==> src/rtl/mac_ctrl_pkg.sv <==
// Shared types and widths for the MAC sequencing controller.
package mac_ctrl_pkg;
  localparam int OP_W  = 8;
  localparam int ACC_W = 16;

  typedef enum logic [1:0] {
    S_IDLE = 2'd0,
    S_RUN  = 2'd1,
    S_HOLD = 2'd2
  } state_t;
endpackage

==> src/rtl/mac.sv <==
// Combinational signed multiply-accumulate; the product is also tapped out
// so the caller can judge accumulate overflow from operand signs.
module mac
  import mac_ctrl_pkg::*;
(
  input  logic signed [OP_W-1:0]  a,
  input  logic signed [OP_W-1:0]  b,
  input  logic signed [ACC_W-1:0] acc_in,
  output logic signed [ACC_W-1:0] prod,
  output logic signed [ACC_W-1:0] acc_out
);
  // 8x8 signed product always fits in 16 bits, including -128*-128.
  assign prod    = ACC_W'(a) * ACC_W'(b);
  assign acc_out = acc_in + prod;
endmodule

==> src/rtl/mac_seq_ctrl.sv <==
// Streams operand pairs through one shared mac into a 16-bit accumulator
// and hands the wrapped dot product plus a sticky overflow flag downstream.
//
// state  | meaning
// S_IDLE | waiting for start; result shows last accumulator value
// S_RUN  | accepting operand beats until len_q pairs are consumed
// S_HOLD | result presented with res_valid until res_ready
module mac_seq_ctrl
  import mac_ctrl_pkg::*;
#(
  parameter int LEN_W = 8
) (
  input  logic                    clk,
  input  logic                    rst,
  input  logic                    start,
  input  logic [LEN_W-1:0]        len,
  output logic                    busy,
  input  logic                    in_valid,
  output logic                    in_ready,
  input  logic [OP_W-1:0]         a_in,
  input  logic [OP_W-1:0]         b_in,
  output logic                    res_valid,
  input  logic                    res_ready,
  output logic [ACC_W-1:0]        result,
  output logic                    ovf
);
  state_t                  state, state_nxt;
  logic signed [ACC_W-1:0] acc, acc_out, prod;
  logic [LEN_W-1:0]        cnt, len_q;
  logic                    accept_start, beat, last_beat, ovf_step;

  mac u_mac (
    .a       (a_in),
    .b       (b_in),
    .acc_in  (acc),
    .prod    (prod),
    .acc_out (acc_out)
  );

  assign accept_start = (state == S_IDLE) && start;
  assign beat         = (state == S_RUN) && in_valid;
  assign last_beat    = beat && (cnt == len_q - LEN_W'(1));
  // Same-sign operands whose sum flips sign is a signed overflow.
  assign ovf_step     = (prod[ACC_W-1] == acc[ACC_W-1]) &&
                        (acc_out[ACC_W-1] != acc[ACC_W-1]);

  always_ff @(posedge clk or posedge rst) begin
    if (rst) state <= S_IDLE;
    else     state <= state_nxt;
  end

  always_comb begin
    state_nxt = state;
    case (state)
      S_IDLE: if (start) state_nxt = (len == '0) ? S_HOLD : S_RUN;
      S_RUN:  if (last_beat) state_nxt = S_HOLD;
      S_HOLD: if (res_ready) state_nxt = S_IDLE;
      default: state_nxt = S_IDLE;
    endcase
  end

  always_ff @(posedge clk or posedge rst) begin
    if (rst) begin
      acc   <= '0;
      cnt   <= '0;
      len_q <= '0;
      ovf   <= 1'b0;
    end else if (accept_start) begin
      acc   <= '0;
      cnt   <= '0;
      len_q <= len;
      ovf   <= 1'b0;
    end else if (beat) begin
      acc <= acc_out;
      cnt <= cnt + LEN_W'(1);
      if (ovf_step) ovf <= 1'b1;
    end
  end

  assign busy      = (state == S_RUN) || (state == S_HOLD);
  assign in_ready  = (state == S_RUN);
  assign res_valid = (state == S_HOLD);
  assign result    = acc;
endmodule

==> config.mk <==
export PLATFORM = sky130hd
export DESIGN_NAME = mac_seq_ctrl
export DESIGN_NICKNAME = d
export VERILOG_FILES = /design/src/rtl/mac_ctrl_pkg.sv /design/src/rtl/mac.sv /design/src/rtl/mac_seq_ctrl.sv
export SDC_FILE = /design/constraint.sdc
export NUM_CORES = 1
export LEC_CHECK = 0
export ABC_AREA = 1
export CORE_MARGIN = 5
export CORE_UTILIZATION = 60
export CTS_BUF_LIST = sky130_fd_sc_hd__clkbuf_16
export DETAILED_ROUTE_END_ITERATION = 7
export GPL_TIMING_DRIVEN = 1
export PLACE_DENSITY = 0.87
export SETUP_SLACK_MARGIN = 0.2
export SYNTH_ARGS = -nofsm -noshare
export SYNTH_HDL_FRONTEND = slang
export SYNTH_SLANG_ARGS = --single-unit
==> constraint.sdc <==
create_clock -name clk -period 2.1 [get_ports clk]
set_input_delay 0.42 -clock clk [delete_from_list [all_inputs] [get_ports clk]]
set_output_delay 0.42 -clock clk [all_outputs]
set_load 0.03 [all_outputs]
Figure 1. Metal 2 (run 1).
Drawn at 3 px/um.
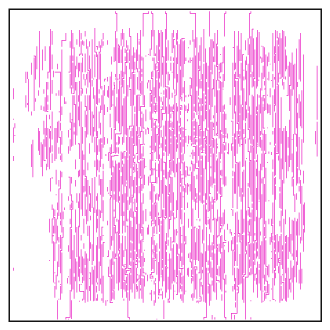
The longest straight run is 35.9 um. 914 nets have wire on it.

Figure 2. Clock routing (run 1).
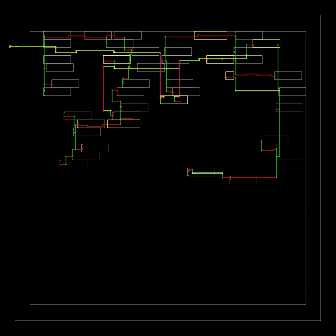
count of flip-flops and latches: 35
clk ins delay skew pair: 290 ps
Final Skew: 9.359 ps
clock sink count: 35

==> design notes, run 1 <==
The count of flip-flops with a built-in enable after synthesis was 0; the max capacitance violation total was 0. The run gives 0.9426 for the last weighted congestion value of the routability-driven placer. The initial antenna violation count is 0, and the post-route clock period utilization is 2.638. With the sequential fraction of the synthesis area at 0.1671, the layout cell share with drive strength beyond 1 is 0.3473. The number of rows created at floorplan came out at 34.

The library cells used most frequently in the layout, excluding fill and tap cells, are 157 x sky130_fd_sc_hd__nand2_1, 153 x sky130_fd_sc_hd__inv_1, 70 x sky130_fd_sc_hd__buf_4. The biggest area consumer among synthesized cells was sky130_fd_sc_hd__fa_1. The tools report the kind of start point of the critical path as a primary input. In the Yosys stats the netlist draws on 38 distinct library cells. The run gives 103.5 um for the horizontal die dimension. On the worst setup and hold paths after CTS, the clock-pin slew comes to 50 ps. The checks that failed: negative setup slack. The complex-gate fraction of the synthesized area is 0.08258. Per the detailed-route log, wirelength across all metal layers totals 20.53 mm.

Number of warnings printed during yosys synthesis: 0. For this design the top-level I/O count stands at 49. The multi-input logic portion of the cell area works out to 0.5805. The shortest period the worst path allows works out to 5540 ps. The total of endpoints with negative setup slack in the final report is 14. The xor/xnor share of the synthesized area was 0.03365; the upper clock frequency limit was 180.5 MHz. For reference, the critical path cell chain is buf_4, nand2_1, fa_1, inv_1, fa_1, fa_1, inv_1, fa_1, inv_1, ha_4, nand2_1, nand2_1, o21bai_1, xor2_1, ha_1, a21oi_2, nor2_1, nor3b_2, nand3_2, o21ai_1, nand2_1. The run gives -3440 ps for the setup slack after layout. With the clock buffer count at 5, the number of buffers outside the clock class in the layout is 137. Routing usage on met1: 0.3376. The register cell area after layout is 875.8 um2. The run gives 0.06975 as the met3 layer usage reported by global route.

The detail route stage leaves a number of antenna-violating nets equal to 0. After clock tree synthesis, the flow added hold-fix buffers numbering 0. In the detailed route, the total length drawn on met2 is 9.475 mm. The adder-cell share of the synthesized area is 0.3308.

The simple logic cell fraction of the synthesized area works out to 0.2308. Setup repair after global routing could not meet its margin everywhere. The run gives 0.2138 for the fraction of synthesized cell area taken by the top area cell type. The flow ran to the end, but the final reports show violations. The maximum fanout along the worst path is 6. The number of gates resized after cts was 174. For the antenna cell count, the log shows 0. Among all flip-flop cells after synthesis, the most frequent one is sky130_fd_sc_hd__dfrtp_1.

The run gives 0.1161 for the flip-flop and latch share of the layout cell area. The run gives 43.94% for the area added between synthesis and finish. The type recorded for the worst min-delay path is flop to flop. The tools report the cell count after placement as 947.
Figure 3. Wiring by layer (run 1).
Drawn at 4 px/um.
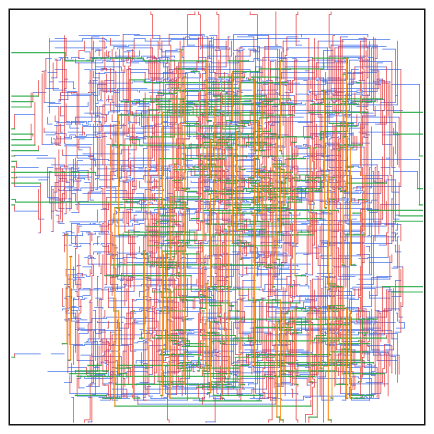
Red is M2, wire length 9480 um. Blue is M1, wire length 6650 um. Green is M3, wire length 2220 um. Orange is M4, wire length 2180 um.

[run 1: sequential cells by signal, summed over array words and instances, names as in the netlist]
| register | flops |
|---|---|
| len_q | 8 |
| ovf | 1 |
| cnt | 8 |
| state | 2 |
| result | 16 |
[run 1: critical path, delay by kind of cell]
family	cells	cell delay [ps]
adder cells (fa/ha/maj)	6	2810
AND/OR/NAND/NOR	7	1140
AND-OR/OR-AND	3	680
buffers and inverters	4	340
XOR/XNOR	1	290
[run 1: final timing paths]
check / start / endpoint / slack [ps] / cells after the start
worst min-delay path: cnt[7] / cnt[7] / 490 / 1
worst max register to register: result[0] / result[10] / -200 / 11
max in group asynchronous: rst / result[1] / 1210 / 3
worst min register to register: cnt[7] / cnt[7] / 490 / 1
min in group asynchronous: rst / state[1] / 540 / 3
worst max-delay path: b_in[4] / result[12] / -3440 / 21
==> run 1 -> run 2 <==
--- a/config.mk
+++ b/config.mk
@@ -10,6 +10,7 @@
 export CORE_UTILIZATION = 60
 export CTS_BUF_LIST = sky130_fd_sc_hd__clkbuf_16
 export DETAILED_ROUTE_END_ITERATION = 7
+export GPL_ROUTABILITY_DRIVEN = 1
 export GPL_TIMING_DRIVEN = 1
 export PLACE_DENSITY = 0.87
 export SETUP_SLACK_MARGIN = 0.2
==> run 2 against run 1 <==
  * The flow still finishes with violations (negative setup slack)
  * Core utilization unchanged
  * Via count unchanged
==> design notes, run 2 <==
The clock buffer count was 5 (unchanged). The sequential fraction of the synthesis area was 0.1671 (unchanged). The run gives 0.5805 (unchanged) for the multi-input logic portion of the cell area.

The launching instance or port of the critical path was b_in[4] (unchanged). The start of the worst register-to-register path is result[0] (unchanged). The maximum fanout along the worst path is 6 (unchanged). With the antenna cell count at 0 (unchanged), the hold-fix buffer count after cts is 0 (unchanged). Shortest period the worst path allows: 5540 ps (unchanged).

The type of the most critical hold path is flop to flop (unchanged). The logs give -3440 ps (unchanged) for the setup slack after layout and 875.8 um2 (unchanged) for the register cell area after layout. The number of rows created at floorplan is 34 (unchanged), and the last weighted congestion value of the routability-driven placer is 0.9426 (unchanged). The run gives 103.5 um (unchanged) for the horizontal die dimension. Flip-flop and latch share of the layout cell area: 0.1161 (unchanged). The critical path endpoint was result[12] (unchanged). The tools report the I/O pin total as 49 (unchanged). Cell class contributing the biggest share of worst-path delay: adder cells (unchanged).

The startpoint of the worst hold path is cnt[7] (unchanged). The total of endpoints with negative setup slack in the final report came out at 14 (unchanged). The run finished, with violations left. Number of antenna-violating nets in the routed design: 0 (unchanged). Failing checks: negative setup slack (unchanged). The setup slack on the worst flop-to-flop path is -200 ps (about the same). Cell breakdown of the critical path: buf_4, nand2_1, fa_1, inv_1, fa_1, fa_1, inv_1, fa_1, inv_1, ha_4, nand2_1, nand2_1, o21bai_1, xor2_1, ha_1, a21oi_2, nor2_1, nor3b_2, nand3_2, o21ai_1, nand2_1 (unchanged).
-- run 2: cell counts after synthesis --
Identical to the previous run, type by type.
-- run 2: what timing repair did --
action,in CTS,in global routing
gates resized,174,82
hold endpoints to repair,0,0
setup endpoints to repair,19,21
pin swaps,78,33
buffers inserted,8,6
-- run 2: routing by layer --
metal / vias up / share of wire
met1: 2739 / 0.32
met5: - / 0
li1: 2442 / -
met2: 476 / 0.46
met4: 0 / 0.11
met3: 213 / 0.11
-- run 2: cell families (layout without fill, tap and decap cells) --
logic type	count (synthesis)	in the layout	share of synthesized area
compound gates	76	76	0.08258
fa+ha+maj	105	105	0.3308
flops	35	35	0.1671
simple gates	285	285	0.2308
buf+inv	216	343	0.1551
xor+xnor	17	17	0.03365
Figure 4. Signal wires on met3 (run 2).
Drawn at 3 px/um.
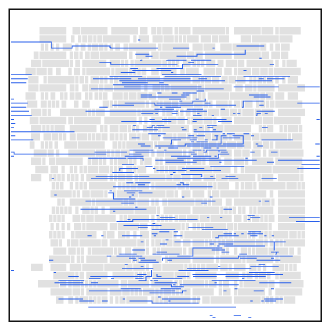
The longest straight run is 49.0 um. The layer holds 11% of the routed length.

==> run 2 -> run 3 <==
--- a/config.mk
+++ b/config.mk
@@ -7,12 +7,12 @@
 export LEC_CHECK = 0
 export ABC_AREA = 1
 export CORE_MARGIN = 5
-export CORE_UTILIZATION = 60
+export CORE_UTILIZATION = 55
 export CTS_BUF_LIST = sky130_fd_sc_hd__clkbuf_16
 export DETAILED_ROUTE_END_ITERATION = 7
 export GPL_ROUTABILITY_DRIVEN = 1
 export GPL_TIMING_DRIVEN = 1
-export PLACE_DENSITY = 0.87
+export PLACE_DENSITY = 0.81
 export SETUP_SLACK_MARGIN = 0.2
 export SYNTH_ARGS = -nofsm -noshare
 export SYNTH_HDL_FRONTEND = slang
Figure 5. Metal 2 (run 3).
Drawn at 2 px/um.
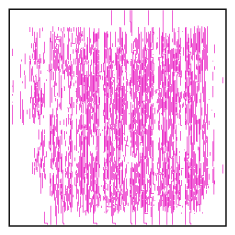
The layer carries 9400 um of wire. The wires run mostly vertical. The layer holds 54% of the routed length. The longest straight run is 41.8 um. 921 nets have wire on it.

==> run 3 against run 2 <==
  * The run still ends with negative setup slack left
  * Final cell count rose by 3.9%
  * Worst setup slack improved by 380 ps
  * Sequential share of layout area fell by 0.28 points
  * Global-route usage fell by 5.9 points
  * Clock-buffer cell count did not move
  * Die area rose by 8.2%
  * Critical path depth rose by 11
  * Register-to-register slack improved by 280 ps
  * Highest routed layer unchanged
  * First-iteration DRC count fell by 55%
  * Core utilization fell by 4.1 points
  * Critical endpoint is now ovf
==> design notes, run 3 <==
Critical path endpoint: ovf (was result[12]). Number of cells on the critical path: 32 (was 21). Total wire length after detailed routing: 17.54 mm (was 20.53 mm). The most common flop cell mapped by yosys was sky130_fd_sc_hd__dfrtp_1 (unchanged).

The cell count after placement is 974 (was 947). The run finished, with violations left. Count of flip-flops with a built-in enable after synthesis: 0 (unchanged). The horizontal die dimension was 107.6 um (was 103.5 um); the depth of the worst register-to-register path was 11 (unchanged). The tools report the setup slack after layout as -3058 ps (was -3440 ps).

The flip-flop count of the largest register after layout works out to 16 (unchanged). Total of endpoints with negative setup slack in the final report: 14 (unchanged). The worst-case hold path end point was cnt[7] (unchanged). Wire length on met1: 6.003 mm (was 6.654 mm). The startpoint of the worst hold path was cnt[7] (unchanged).

Failing checks: negative setup slack (unchanged). For the distinct cell type count of the synthesized netlist, the log shows 38 (unchanged). Type of the most critical hold path: flop to flop (unchanged). The setup slack on the worst flop-to-flop path was 80 ps (was -200 ps); the number of antenna-violating nets in the routed design was 0 (unchanged).
==> run 3: cell count changes in the layout (fill, tap and decap cells not counted), moves of 3 or more <==
| cell | previous run | this run |
|---|---|---|
| sky130_fd_sc_hd__o21ai_2 | 7 | 4 |
| sky130_fd_sc_hd__nand2_2 | 31 | 23 |
| sky130_fd_sc_hd__nand2_4 | 8 | 17 |
| sky130_fd_sc_hd__nand3_2 | 9 | 13 |
| sky130_fd_sc_hd__nand3_1 | 19 | 16 |
| sky130_fd_sc_hd__buf_6 | 26 | 30 |
| sky130_fd_sc_hd__ha_1 | 14 | 17 |
| sky130_fd_sc_hd__buf_4 | 70 | 82 |
==> run 3: repair_timing <==
action	4_1_cts	5_1_grt
hold buffers	0	0
endpoints found under the setup margin	19	21
setup buffers	15	10
gates resized	181	88
pin swaps	90	77
